I/O nets highlighted:
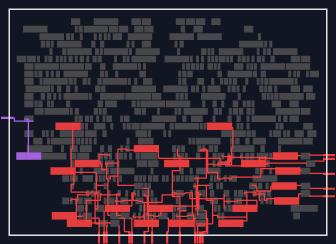
Sequential cells coloured by netlist name:
The bar under the picture is 20 µm long. Other sequential cells in the stronger grey, the rest of the logic in the fainter grey.
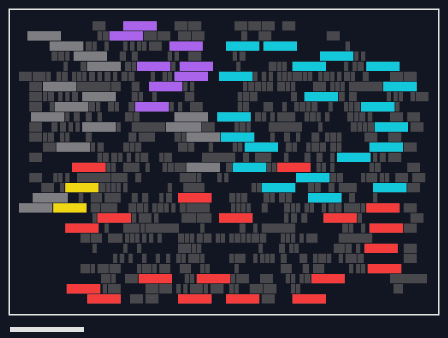
## src/rtl/acq_ram_writer_pkg.sv

```systemverilog
// Shared definitions for the acquisition-path SRAM byte writer.
// Latency: n/a (types and constants only).
// Backpressure: n/a.
// Contents: write-cycle FSM state encoding, default SRAM address width and
// default write-enable pulse width.
package acq_ram_writer_pkg;

  // Write-cycle phases: address/data setup, active-low strobe, data hold.
  typedef enum logic [1:0] {
    ST_IDLE   = 2'd0,
    ST_SETUP  = 2'd1,
    ST_STROBE = 2'd2,
    ST_HOLD   = 2'd3
  } wr_state_e;

  localparam int unsigned ACQ_ADDR_WIDTH = 19;
  localparam int unsigned ACQ_WE_PULSE   = 2;

endpackage

```

## src/rtl/acq_ram_writer.sv

```systemverilog
// Writes bytes strobed in by the disc reader into an asynchronous SRAM.
// Latency: capture at clock E -> SETUP at E+1, we_n low E+2..E+1+WE_PULSE, HOLD at E+2+WE_PULSE.
// Backpressure: none upstream; one pending byte is buffered, further bytes are dropped and flag overrun.
//
// Ports:
//   clock, reset_n          sole clock, asynchronous active-low reset
//   ram_write, ram_data     byte strobe (rising edge = new byte) and its data
//   clear                   synchronous clear of address, count, pending byte and flags
//   sram_addr, sram_dq_out  SRAM address and write data
//   sram_dq_oe, sram_we_n   data bus drive enable, registered active-low write enable
//   byte_count              bytes committed since reset/clear
//   busy, mem_full, overrun status: activity, last address written (sticky), byte dropped (sticky)
module acq_ram_writer
  import acq_ram_writer_pkg::*;
#(
  parameter int unsigned ADDR_WIDTH = ACQ_ADDR_WIDTH,
  parameter int unsigned WE_PULSE   = ACQ_WE_PULSE
) (
  input  logic                  clock,
  input  logic                  reset_n,
  input  logic                  ram_write,
  input  logic [7:0]            ram_data,
  input  logic                  clear,
  output logic [ADDR_WIDTH-1:0] sram_addr,
  output logic [7:0]            sram_dq_out,
  output logic                  sram_dq_oe,
  output logic                  sram_we_n,
  output logic [ADDR_WIDTH:0]   byte_count,
  output logic                  busy,
  output logic                  mem_full,
  output logic                  overrun
);

  localparam int unsigned           CNT_W     = $clog2(WE_PULSE + 1);
  localparam logic [CNT_W-1:0]      CNT_LOAD  = CNT_W'(WE_PULSE - 1);
  localparam logic [ADDR_WIDTH-1:0] ADDR_LAST = '1;

  wr_state_e             state_q, state_d;
  logic [CNT_W-1:0]      cnt_q, cnt_d;
  logic [ADDR_WIDTH-1:0] addr_q, addr_d;
  logic [7:0]            dq_q, dq_d;
  logic [ADDR_WIDTH:0]   count_q, count_d;
  logic                  pend_vld_q, pend_vld_d;
  logic [7:0]            pend_dat_q, pend_dat_d;
  logic                  full_q, full_d;
  logic                  ovr_q, ovr_d;
  logic                  we_n_q, we_n_d;
  logic                  oe_q, oe_d;
  logic                  ram_write_q, ram_write_d;

  logic capture, last_write, accept, to_active, slot_free, to_pend, drop;

  always_comb begin
    ram_write_d = ram_write;
    capture     = ram_write & ~ram_write_q;
    // Completing the write to the top address ends acquisition: no new bytes.
    last_write  = (state_q == ST_HOLD) && (addr_q == ADDR_LAST);
    accept      = capture && !full_q && !last_write;
    // A byte arriving in HOLD with nothing pending starts the next cycle directly.
    to_active   = accept && ((state_q == ST_IDLE) || (state_q == ST_HOLD && !pend_vld_q));
    // The pending slot empties at HOLD exit, so a byte arriving then can take it.
    slot_free   = !pend_vld_q || (state_q == ST_HOLD);
    to_pend     = accept && !to_active && slot_free;
    drop        = accept && !to_active && !slot_free;

    state_d    = state_q;
    cnt_d      = cnt_q;
    addr_d     = addr_q;
    dq_d       = dq_q;
    count_d    = count_q;
    pend_vld_d = pend_vld_q;
    pend_dat_d = pend_dat_q;
    full_d     = full_q;
    ovr_d      = ovr_q;

    if (clear) begin
      state_d    = ST_IDLE;
      cnt_d      = '0;
      addr_d     = '0;
      count_d    = '0;
      pend_vld_d = 1'b0;
      full_d     = 1'b0;
      ovr_d      = 1'b0;
    end else begin
      case (state_q)
        ST_IDLE: begin
          if (pend_vld_q) begin
            dq_d       = pend_dat_q;
            pend_vld_d = 1'b0;
            state_d    = ST_SETUP;
          end else if (to_active) begin
            dq_d    = ram_data;
            state_d = ST_SETUP;
          end
        end
        ST_SETUP: begin
          cnt_d   = CNT_LOAD;
          state_d = ST_STROBE;
        end
        ST_STROBE: begin
          if (cnt_q == '0) state_d = ST_HOLD;
          else             cnt_d   = cnt_q - CNT_W'(1);
        end
        ST_HOLD: begin
          count_d = count_q + (ADDR_WIDTH + 1)'(1);
          if (last_write) begin
            full_d     = 1'b1;
            pend_vld_d = 1'b0;
            state_d    = ST_IDLE;
          end else begin
            addr_d = addr_q + ADDR_WIDTH'(1);
            if (pend_vld_q) begin
              dq_d       = pend_dat_q;
              pend_vld_d = 1'b0;
              state_d    = ST_SETUP;
            end else if (to_active) begin
              dq_d    = ram_data;
              state_d = ST_SETUP;
            end else begin
              state_d = ST_IDLE;
            end
          end
        end
        default: state_d = ST_IDLE;
      endcase

      if (to_pend) begin
        pend_vld_d = 1'b1;
        pend_dat_d = ram_data;
      end
      if (drop) ovr_d = 1'b1;
    end

    // Bus controls come from flops so we_n cannot glitch.
    we_n_d = (state_d != ST_STROBE);
    oe_d   = (state_d != ST_IDLE);
  end

  always_ff @(posedge clock or negedge reset_n) begin
    if (!reset_n) begin
      state_q     <= ST_IDLE;
      cnt_q       <= '0;
      addr_q      <= '0;
      dq_q        <= '0;
      count_q     <= '0;
      pend_vld_q  <= 1'b0;
      pend_dat_q  <= '0;
      full_q      <= 1'b0;
      ovr_q       <= 1'b0;
      we_n_q      <= 1'b1;
      oe_q        <= 1'b0;
      // Reads as "already high" so a strobe held across reset release is ignored.
      ram_write_q <= 1'b1;
    end else begin
      state_q     <= state_d;
      cnt_q       <= cnt_d;
      addr_q      <= addr_d;
      dq_q        <= dq_d;
      count_q     <= count_d;
      pend_vld_q  <= pend_vld_d;
      pend_dat_q  <= pend_dat_d;
      full_q      <= full_d;
      ovr_q       <= ovr_d;
      we_n_q      <= we_n_d;
      oe_q        <= oe_d;
      ram_write_q <= ram_write_d;
    end
  end

  assign sram_addr   = addr_q;
  assign sram_dq_out = dq_q;
  assign sram_dq_oe  = oe_q;
  assign sram_we_n   = we_n_q;
  assign byte_count  = count_q;
  assign busy        = (state_q != ST_IDLE) || pend_vld_q;
  assign mem_full    = full_q;
  assign overrun     = ovr_q;

endmodule

```

## config.mk

```make
export PLATFORM = sky130hd
export DESIGN_NAME = acq_ram_writer
export DESIGN_NICKNAME = d
export VERILOG_FILES = /design/src/rtl/acq_ram_writer_pkg.sv /design/src/rtl/acq_ram_writer.sv
export SDC_FILE = /design/constraint.sdc
export NUM_CORES = 1
export LEC_CHECK = 0
export ABC_AREA = 1
export CELL_PAD_IN_SITES_DETAIL_PLACEMENT = 0
export CELL_PAD_IN_SITES_GLOBAL_PLACEMENT = 1
export CORE_ASPECT_RATIO = 0.7
export CORE_MARGIN = 2
export CORE_UTILIZATION = 41
export DETAILED_ROUTE_END_ITERATION = 7
export GPL_TIMING_DRIVEN = 0
export PLACE_DENSITY = 0.9
export SLEW_MARGIN = 10
export SYNTH_ARGS = -nofsm -noshare
export SYNTH_HDL_FRONTEND = slang
export SYNTH_SLANG_ARGS = --single-unit
```

## constraint.sdc

```tcl
create_clock -name clock -period 3 [get_ports clock]
set_clock_uncertainty 0.05 [all_clocks]
set_input_delay 0.6 -clock clock [delete_from_list [all_inputs] [get_ports clock]]
set_output_delay 0.6 -clock clock [all_outputs]
set_load 0.005 [all_outputs]
```

==> impl_metrics.py <==
# Synthesis and PnR figures
metrics = {
    "grt": {
        "antenna_found_initial": 0,
        "busiest_layer": "met2",
        "use_met3_pct": 6.125,
        "grt_pass1_vias": 3055,
    },
    "clock_network": {
        "worstSkewPairLatency_ps": 330,
        "clk_pin_slew_ps": 50,
        "cts_hold_buf": 0,
        "cts_num_sinks": 65,
        "cts.path.max_buffers": 2,
    },
    "run": {
        "drv_cap": 0,
        "warning_count": 30,
    },
    "drt": {
        "wl_um": 9065,
        "routed.top_layer": "met4",
        "drt_first_pass_iters": 5,
        "met3_length_um": 483,
        "drt-initial-drc-count": 259,
        "drcViolationCount": 0,
    },
    "place": {
        "place.gp.congestion": 0.8731,
        "dpl-instance-area_um2": 4320,
        "port_buffers": 62,
        "pre_cts_ws_ps": 562.1,
        "dpl.hpwl_um": 6718,
    },
    "final_layout": {
        "n_antenna_cell": 0,
        "nMultiInputCombCells": 332,
        "flop_area_um2": 1629,
        "n_all_inverters": 54,
        "design.seq.count": 65,
        "finalInstanceArea_um2": 4596,
        "nets": 557,
        "clkCellAreaFrac_pct": 5.990,
        "largest_reg_flops": 20,
        "buf_share_pct": 15.38,
        "area_delta_synth_final_pct": 29.70,
        "mostFrequentLayoutCells": "nand2_1 (131), dfrtp_1 (63), clkdlybuf4s50_1 (61), inv_1 (50), nor2_1 (48)",
        "comb_area_share_pct": 35.91,
        "sh_seq_area_pct": 35.45,
        "fill_cells": 794,
    },
    "synthesis": {
        "async_reset_ff_share_pct": 100.0,
        "yosysTopAreaCellShare_pct": 44.49,
        "aoi_share_pct": 10.42,
        "topCombFamilyByArea": "simple AND/OR/NAND/NOR gates",
        "synth_flop_count": 65,
        "xor_share_pct": 2.966,
        "ys_types": 37,
        "synth_cells": 463,
        "ys_cells": 463,
        "netlist_area_um2": 3543,
        "mux_area_share_pct": 0,
        "edf_count": 0,
    },
    "power": {
        "ir_worst_vdd_mv": 0.3725,
        "powerComb_uw": 646,
        "sw_frac_of_total_pct": 29.87,
        "seq-power_mw": 1.12,
        "leakagePower_nw": 2.037,
        "power.share.sequential_pct": 40.8,
        "fin_total_pwr_mw": 2.734,
        "clkPwrFrac_pct": 35.6,
    },
    "worst_setup_path": {
        "cp_num_buf_inv": 2,
        "cp_slowest_stage_delay_ps": 510,
        "required_ps": 2350,
        "crit_cells": 4,
        "cp-start-kind": "flop",
        "cp_data_arrival_time_ps": 1690,
        "critPathMaxFanout": 5,
        "reg2regPathDepth": 9,
        "rrSetupSlack_ps": 900,
        "critPathCaptureType": "output pin",
        "crit_start": "state_q[0]",
    },
    "floorplanning": {
        "initial_core_util_pct": 42.14,
        "fp.dieH_um": 81.78,
        "core_um2": 8408,
        "ios": 64,
        "rows": 28,
        "die_width_um": 115.1,
        "die_area_um2": 9414,
        "taps": 105,
    },
    "timing": {
        "setup_viol": 0,
        "max_freq_ghz": 0.4276,
        "worst_pin_slew_ps": 657.3,
        "maxSlewHeadroom_pct": 56.18,
        "holdWs_ps": 103.4,
        "fin_ws_ps": 661.3,
        "fin_crit_sh_pct": 77.96,
    },
    "outcome": {
        "status": "finished, final reports clean",
    },
    "worst_hold_path": {
        "worst_hold_path_type": "input port to asynchronous set/reset pin",
    },
}
-- 'I/O nets highlighted' (at the start) --
| colour | port | bits | direction | edge | end cells | buffers | wire |
|---|---|---|---|---|---|---|---|
| purple | sram_dq_oe | 1 | output | left | 1 | 1 | 28.8 µm |
| red | sram_addr | 19 | output | 14 bottom, 5 right | 19 | 19 | 880 µm |

-- 'sequential cells coloured by netlist name' (at the start) --
| colour | netlist name | placed flops |
|---|---|---|
| red | sram_addr | 19 |
| yellow | state_q | 2 |
| cyan | byte_count | 20 |
| purple | sram_dq_out | 8 |
not coloured: 16

Power is estimated from default activity; no workload was simulated.
